### src/rtl/sat_pkg.sv
// Shared encodings for the CNF streamer: accelerator command codes, FSM states
// and the layout of one buffered literal.
package sat_pkg;

  localparam int VAR_W_DEF = 5;

  localparam logic [1:0] CMD_RESET  = 2'b00;
  localparam logic [1:0] CMD_LIT    = 2'b01;
  localparam logic [1:0] CMD_COMMIT = 2'b10;
  localparam logic [1:0] CMD_HOLD   = 2'b11;

  typedef enum logic [2:0] {
    ST_LOAD   = 3'd0,
    ST_RST    = 3'd1,
    ST_LIT    = 3'd2,
    ST_COMMIT = 3'd3,
    ST_WAIT   = 3'd4,
    ST_REPORT = 3'd5
  } state_t;

  // Buffer entries are packed {eoc, neg, vidx}, most significant first.
  typedef struct packed {
    logic                 eoc;
    logic                 neg;
    logic [VAR_W_DEF-1:0] vidx;
  } lit_t;

endpackage

### src/rtl/sat_lit_buffer.sv
// Literal store for the CNF streamer: register array written at the fill
// count, read combinationally at the replay pointer, plus sticky overflow.
module sat_lit_buffer
  import sat_pkg::*;
#(
  parameter  int DEPTH = 64,
  parameter  int VAR_W = VAR_W_DEF,
  localparam int PTR_W = $clog2(DEPTH),
  localparam int CNT_W = PTR_W + 1
) (
  input  logic             i_clk,
  input  logic             i_rst_n,
  input  logic             i_wr_en,
  input  logic [VAR_W+1:0] i_wr_data,
  input  logic             i_clear,
  input  logic             i_ovf_set,
  input  logic [PTR_W-1:0] i_rd_ptr,
  output logic [VAR_W+1:0] o_rd_data,
  output logic [CNT_W-1:0] o_count,
  output logic [CNT_W-1:0] o_count_next,
  output logic             o_ovf
);

  logic [VAR_W+1:0] r_mem [DEPTH];
  logic [CNT_W-1:0] r_count;
  logic             r_ovf;
  logic [PTR_W-1:0] w_wr_ptr;
  logic [CNT_W-1:0] w_count_next;

  // Writes only happen below DEPTH, so the low bits of the count are the slot.
  assign w_wr_ptr = r_count[PTR_W-1:0];

  assign w_count_next = i_clear ? '0 :
                        (i_wr_en ? r_count + CNT_W'(1) : r_count);

  always_ff @(posedge i_clk) begin
    if (i_wr_en) begin
      r_mem[w_wr_ptr] <= i_wr_data;
    end
  end

  always_ff @(posedge i_clk or negedge i_rst_n) begin
    if (!i_rst_n) begin
      r_count <= '0;
      r_ovf   <= 1'b0;
    end else begin
      r_count <= w_count_next;
      if (i_clear) begin
        r_ovf <= 1'b0;
      end else if (i_ovf_set) begin
        r_ovf <= 1'b1;
      end
    end
  end

  assign o_rd_data    = r_mem[i_rd_ptr];
  assign o_count      = r_count;
  assign o_count_next = w_count_next;
  assign o_ovf        = r_ovf;

endmodule

### src/rtl/sat_cnf_streamer.sv
// Buffers a CNF literal stream, replays it to the SAT accelerator as
// RESET/LIT/COMMIT/HOLD commands and reports the sampled SAT verdict.
module sat_cnf_streamer
  import sat_pkg::*;
#(
  parameter int DEPTH   = 64,
  parameter int VAR_W   = VAR_W_DEF,
  parameter int RES_LAT = 3
) (
  input  logic             clk,
  input  logic             resetN,
  input  logic             ld_valid,
  output logic             ld_ready,
  input  logic [VAR_W-1:0] ld_var,
  input  logic             ld_neg,
  input  logic             ld_eoc,
  input  logic             start,
  input  logic             clear,
  output logic             busy,
  output logic             done,
  output logic             sat,
  output logic             ovf,
  output logic [1:0]       stateVal,
  output logic [VAR_W-1:0] varPos,
  output logic             negCtrl,
  input  logic             outSATRes,
  output logic [2:0]       dbg_state
);

  localparam int PTR_W = $clog2(DEPTH);
  localparam int CNT_W = PTR_W + 1;
  localparam int WC_W  = (RES_LAT > 1) ? $clog2(RES_LAT) : 1;

  // Handshake: a literal transfers on a rising edge where ld_valid and
  // ld_ready are both high; ld_ready is registered and never depends on
  // ld_valid, and it is only high in LOAD with at least one free entry.

  state_t           r_state;
  logic [1:0]       r_cmd;
  logic [VAR_W-1:0] r_var;
  logic             r_neg;
  logic             r_busy;
  logic             r_done;
  logic             r_sat;
  logic             r_ld_ready;
  logic [PTR_W-1:0] r_rd_ptr;
  logic [WC_W-1:0]  r_wait_cnt;

  logic             w_in_load;
  logic             w_clear;
  logic             w_wr_en;
  logic             w_ovf_set;
  logic             w_start_ok;
  logic             w_at_last;
  logic [VAR_W+1:0] w_rd_data;
  logic [CNT_W-1:0] w_count;
  logic [CNT_W-1:0] w_count_next;
  logic             w_ovf;

  assign w_in_load  = (r_state == ST_LOAD);
  assign w_clear    = clear && w_in_load;
  assign w_wr_en    = ld_valid && r_ld_ready && !w_clear;
  assign w_ovf_set  = ld_valid && w_in_load && (w_count == CNT_W'(DEPTH));
  assign w_start_ok = start && w_in_load && !clear && (w_count != '0);
  assign w_at_last  = ({1'b0, r_rd_ptr} == (w_count - CNT_W'(1)));

  sat_lit_buffer #(
    .DEPTH (DEPTH),
    .VAR_W (VAR_W)
  ) u_buf (
    .i_clk        (clk),
    .i_rst_n      (resetN),
    .i_wr_en      (w_wr_en),
    .i_wr_data    ({ld_eoc, ld_neg, ld_var}),
    .i_clear      (w_clear),
    .i_ovf_set    (w_ovf_set),
    .i_rd_ptr     (r_rd_ptr),
    .o_rd_data    (w_rd_data),
    .o_count      (w_count),
    .o_count_next (w_count_next),
    .o_ovf        (w_ovf)
  );

  always_ff @(posedge clk or negedge resetN) begin
    if (!resetN) begin
      r_state    <= ST_LOAD;
      r_cmd      <= CMD_HOLD;
      r_var      <= '0;
      r_neg      <= 1'b0;
      r_busy     <= 1'b0;
      r_done     <= 1'b0;
      r_sat      <= 1'b0;
      r_ld_ready <= 1'b1;
      r_rd_ptr   <= '0;
      r_wait_cnt <= '0;
    end else begin
      r_done <= 1'b0;
      case (r_state)
        ST_LOAD: begin
          if (w_start_ok) begin
            r_state    <= ST_RST;
            r_busy     <= 1'b1;
            r_ld_ready <= 1'b0;
          end else begin
            r_ld_ready <= (w_count_next < CNT_W'(DEPTH));
          end
        end
        ST_RST: begin
          r_cmd    <= CMD_RESET;
          r_rd_ptr <= '0;
          r_state  <= ST_LIT;
        end
        ST_LIT: begin
          r_cmd <= CMD_LIT;
          r_var <= w_rd_data[VAR_W-1:0];
          r_neg <= w_rd_data[VAR_W];
          // The final stored literal always closes a clause, eoc or not.
          if (w_rd_data[VAR_W+1] || w_at_last) begin
            r_state <= ST_COMMIT;
          end else begin
            r_rd_ptr <= r_rd_ptr + PTR_W'(1);
          end
        end
        ST_COMMIT: begin
          r_cmd <= CMD_COMMIT;
          if (w_at_last) begin
            r_state    <= ST_WAIT;
            r_wait_cnt <= '0;
          end else begin
            r_rd_ptr <= r_rd_ptr + PTR_W'(1);
            r_state  <= ST_LIT;
          end
        end
        ST_WAIT: begin
          r_cmd <= CMD_HOLD;
          if (r_wait_cnt == WC_W'(RES_LAT - 1)) begin
            r_state <= ST_REPORT;
          end else begin
            r_wait_cnt <= r_wait_cnt + WC_W'(1);
          end
        end
        ST_REPORT: begin
          r_sat      <= outSATRes;
          r_done     <= 1'b1;
          r_busy     <= 1'b0;
          r_ld_ready <= (w_count < CNT_W'(DEPTH));
          r_state    <= ST_LOAD;
        end
        default: begin
          r_state <= ST_LOAD;
        end
      endcase
    end
  end

  assign ld_ready  = r_ld_ready;
  assign busy      = r_busy;
  assign done      = r_done;
  assign sat       = r_sat;
  assign ovf       = w_ovf;
  assign stateVal  = r_cmd;
  assign varPos    = r_var;
  assign negCtrl   = r_neg;
  assign dbg_state = r_state;

endmodule

### config.mk
export PLATFORM = sky130hd
export DESIGN_NAME = sat_cnf_streamer
export DESIGN_NICKNAME = d
export VERILOG_FILES = /design/src/rtl/sat_pkg.sv /design/src/rtl/sat_lit_buffer.sv /design/src/rtl/sat_cnf_streamer.sv
export SDC_FILE = /design/constraint.sdc
export NUM_CORES = 1
export LEC_CHECK = 0
export CAP_MARGIN = 5
export CORE_MARGIN = 2
export CORE_UTILIZATION = 60
export CTS_BUF_LIST = sky130_fd_sc_hd__clkbuf_16
export CTS_CLUSTER_DIAMETER = 120
export DETAILED_ROUTE_END_ITERATION = 6
export PLACE_DENSITY = 0.89
export SYNTH_ARGS = -nofsm -noshare
export SYNTH_HDL_FRONTEND = slang
export SYNTH_SLANG_ARGS = --single-unit
export TNS_END_PERCENT = 50
### constraint.sdc
create_clock -name clk -period 5.6 [get_ports clk]
set_clock_uncertainty 0.15 [all_clocks]
set_input_delay 0.56 -clock clk [delete_from_list [all_inputs] [get_ports clk]]
set_output_delay 0.56 -clock clk [all_outputs]
set_load 0.02 [all_outputs]
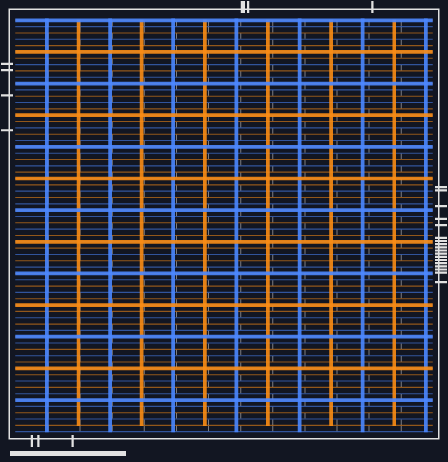
*Supply network*
Bar = 50 um. Pins as bars on the die edge. Tap cells in grey.
legend:
  orange:
    net: VDD
  blue:
    net: VSS
tap cells: 402
met1 rails: 66
met5 straps: 13

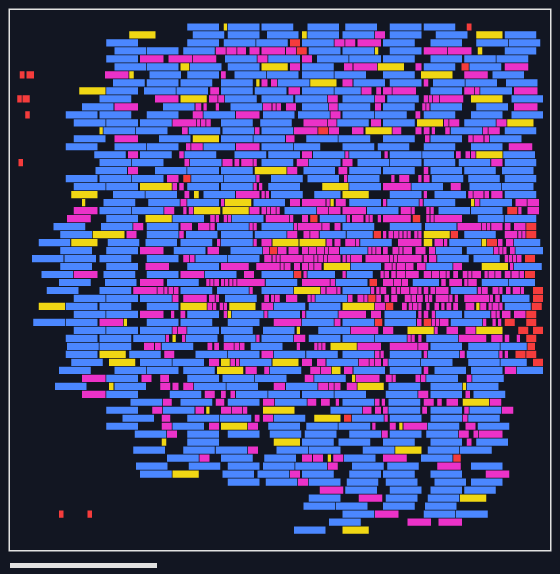
*Placed cells, one colour a class*
Bar = 50 um.
legend:
  blue:
    class: flip-flops
    cells: 479
    share_of_their_area: 68%
  yellow:
    class: clock drivers and dummy loads
    cells: 80
    share_of_their_area: 7.0%
  red:
    class: other buffers and delay cells
    cells: 46
    share_of_their_area: 1.8%
  magenta:
    class: all other logic
    cells: 569
    share_of_their_area: 23%

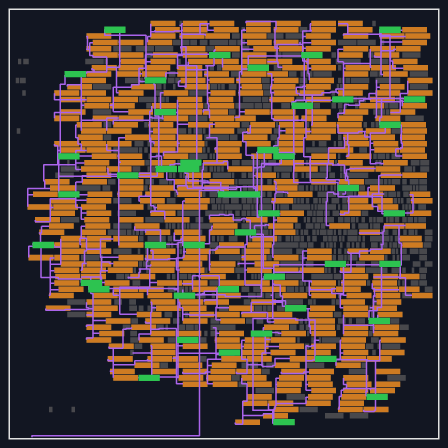
*Clock network drawn from the DEF*
legend:
  green:
    item: cells driving clock nets
    count: 45
  purple:
    item: clock wires
    length: 4800 um
  orange:
    item: flip-flops
    count: 479
routed clock nets: 46
flops lie: all over the die
Clock Power Share: 28.4%
P_clk: 3040 uW

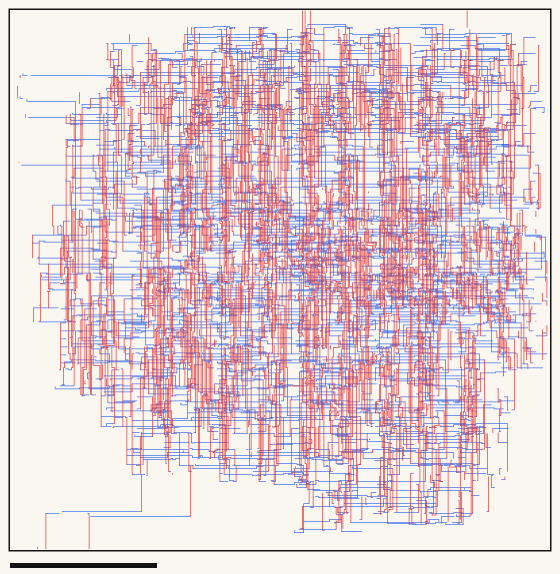
*Routed metal, one colour a layer*
Bar = 50 um. Only two layers are drawn.
legend:
  red:
    layer: met2
    wire_length: 21.5 mm
  blue:
    layer: met1
    wire_length: 16100 um
via count: 10900
WL/cell: 28.0 um

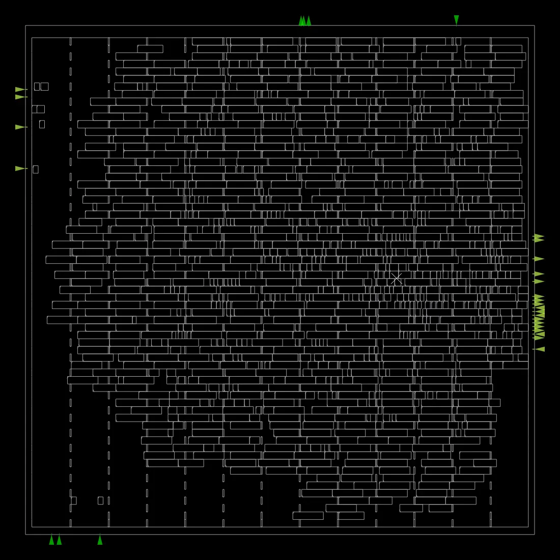
*Placement view*
Cell Count, Final, Fillers Out: 1576
Well Taps: 402
fillers: 1889
core area: 31700 um2

## per-stage QoR
step	total power, uW	hold slack [ns]	cell area (um2)	setup slack (ns)	std cells
final	10700	0.265	21500	1.38	1576
after global routing	11000	0.304	21500	1.27	1576
after CTS	10700	0.268	21500	1.44	1576
after detailed placement	7590	0.347	20000	1.61	1496
after global placement	7460	0.337	20000	1.66	1496
after floorplan	6650	0.114	19400	2.44	1109
## worst max-delay path, stage by stage (launching register included)
cell,delay (ns)
dfrtp_4,1.19
buf_4,0.57
mux2i_1,0.26
nand3_1,0.12
a311o_1,0.35
o311a_4,0.15
a221oi_4,0.41
or3b_1,0.45
a311o_1,0.39
## power groups by stage
| stage | clock [uW] | sequential (uW) | combinational, uW |
|---|---|---|---|
| floorplan | 0 | 4280 | 2370 |
| global placement | 0 | 4540 | 2930 |
| detailed placement | 0 | 4550 | 3040 |
| CTS | 3060 | 4490 | 3110 |
| global route | 3190 | 4520 | 3310 |
| finish | 3040 | 4500 | 3180 |
## worst paths after layout
kind | startpoint | depth (start not counted) | slack [ns] | endpoint
min in group clk | sat$_DFFE_PN0P_ | 1 | 0.36 | sat$_DFFE_PN0P_
worst min-delay path | resetN | 2 | 0.27 | u_buf.o_count[5]$_DFFE_PN0P_
worst max-delay path | r_rd_ptr[0]$_DFFE_PN0P_ | 8 | 1.38 | r_rd_ptr[5]$_DFFE_PN0P_
worst max register to register | r_rd_ptr[0]$_DFFE_PN0P_ | 8 | 1.38 | r_rd_ptr[5]$_DFFE_PN0P_
max in group asynchronous | resetN | 2 | 4.70 | r_rd_ptr[0]$_DFFE_PN0P_
worst min register to register | sat$_DFFE_PN0P_ | 1 | 0.36 | sat$_DFFE_PN0P_
==> results.toml <==
# generated from flow reports
[synthesis]
ys_sh_mux_pct = 14.5
synthArstFlopShare_pct = 6.47
yosysMostFrequentCell = "edfxtp_1"
synthAoiAreaFrac_pct = 4.97
ys_ff = 479
yosys-top-cells-count = "448 x edfxtp_1, 83 x mux2i_1, 83 x nor2_1, 60 x nand2_1, 59 x mux4_2"
syn_area_um2 = 19400
yosysTopAreaCell = "edfxtp_1"
simple_gate_area_share_pct = 4.62
synth_top_area_share_pct = 69.2
edf_count = 448
synth_seq_share_pct = 73.3
ys_types = 51
fa_ha_area_share_pct = 0.322
yosys_warnings = 0
fp_nets = 1127
ys_cells = 1109
synth_top_flop_cell = "edfxtp_1"
synthTopLogicFamily = "multiplexers"

[floorplanning]
num_io_pins = 29
die_x_um = 184
dieArea_um2 = 33800
fp_util_pct = 61.3

[critical_path]
required_ns = 5.88
worst-setup-path-type = "flip-flop to flip-flop"
cp-start-kind = "flip-flop"

[detailed_routing]
wl_met3_um = 4960
drt_first_pass_iters = 7
drt_iter0_drc = 1653
via_per_inst = 6.92
top_layer = "met4"
drc_errors = 1

[final_timing]
maxSlewHeadroom_pct = 17.6
slew_viol_final = 0
hold_viol_final = 0
rsz0062_at_grt = "false"
clock.fmax_ghz = 0.237
setup_viol = 0
tightestPinTransition_ns = 1.24

[cts]
cts_made_buffers = 45
clk_pin_slew_ns = 0.07
cts-htree-levels = 2
cts-resized-gates = 0
cts_root_buf = "clkbuf_16"
cts_setup_buffers = 0
clk_path_buf_depth = 3

[pwr]
p_int_uw = 7230
p_per_area_nw_per_um2 = 499
swShare_pct = 32.6
p_switching_uw = 3490

[min_path]
hp-class = "primary input to async pin"

[grt]
grt_max_degree = 65
antenna_found_initial = 0
gr-usage-met3_pct = 5.88
use_met2_pct = 43.5
grt_use_total_pct = 26.6
grt_pass1_wl_um = 65800
overflow = 0

[placement]
port_buffers = 28

[layout]
nonClockBufferCount = 46
largest_reg_flops = 448
combAreaFraction_pct = 22.6
n_all_inverters = 11
antenna_cells = 0
fin_nets = 1159
drive_above_1_share_pct = 16.4
comb_cells = 558
lay_top_cells = "448 x edfxtp_1, 83 x mux2i_1, 83 x nor2_1"
area_growth_pct = 10.7
combGateArea_um2 = 4860
dominant_cells = "registers"
max_flop_register = "u_buf.r_mem"
sequential_cell_total = 479
nClkBuffers = 45

[flow_run]
warning_count = 28

[status]
outcome = "complete, but fails checks"
violations = "DRC"
No activity file was given, so power comes from the tool's default toggle rates.
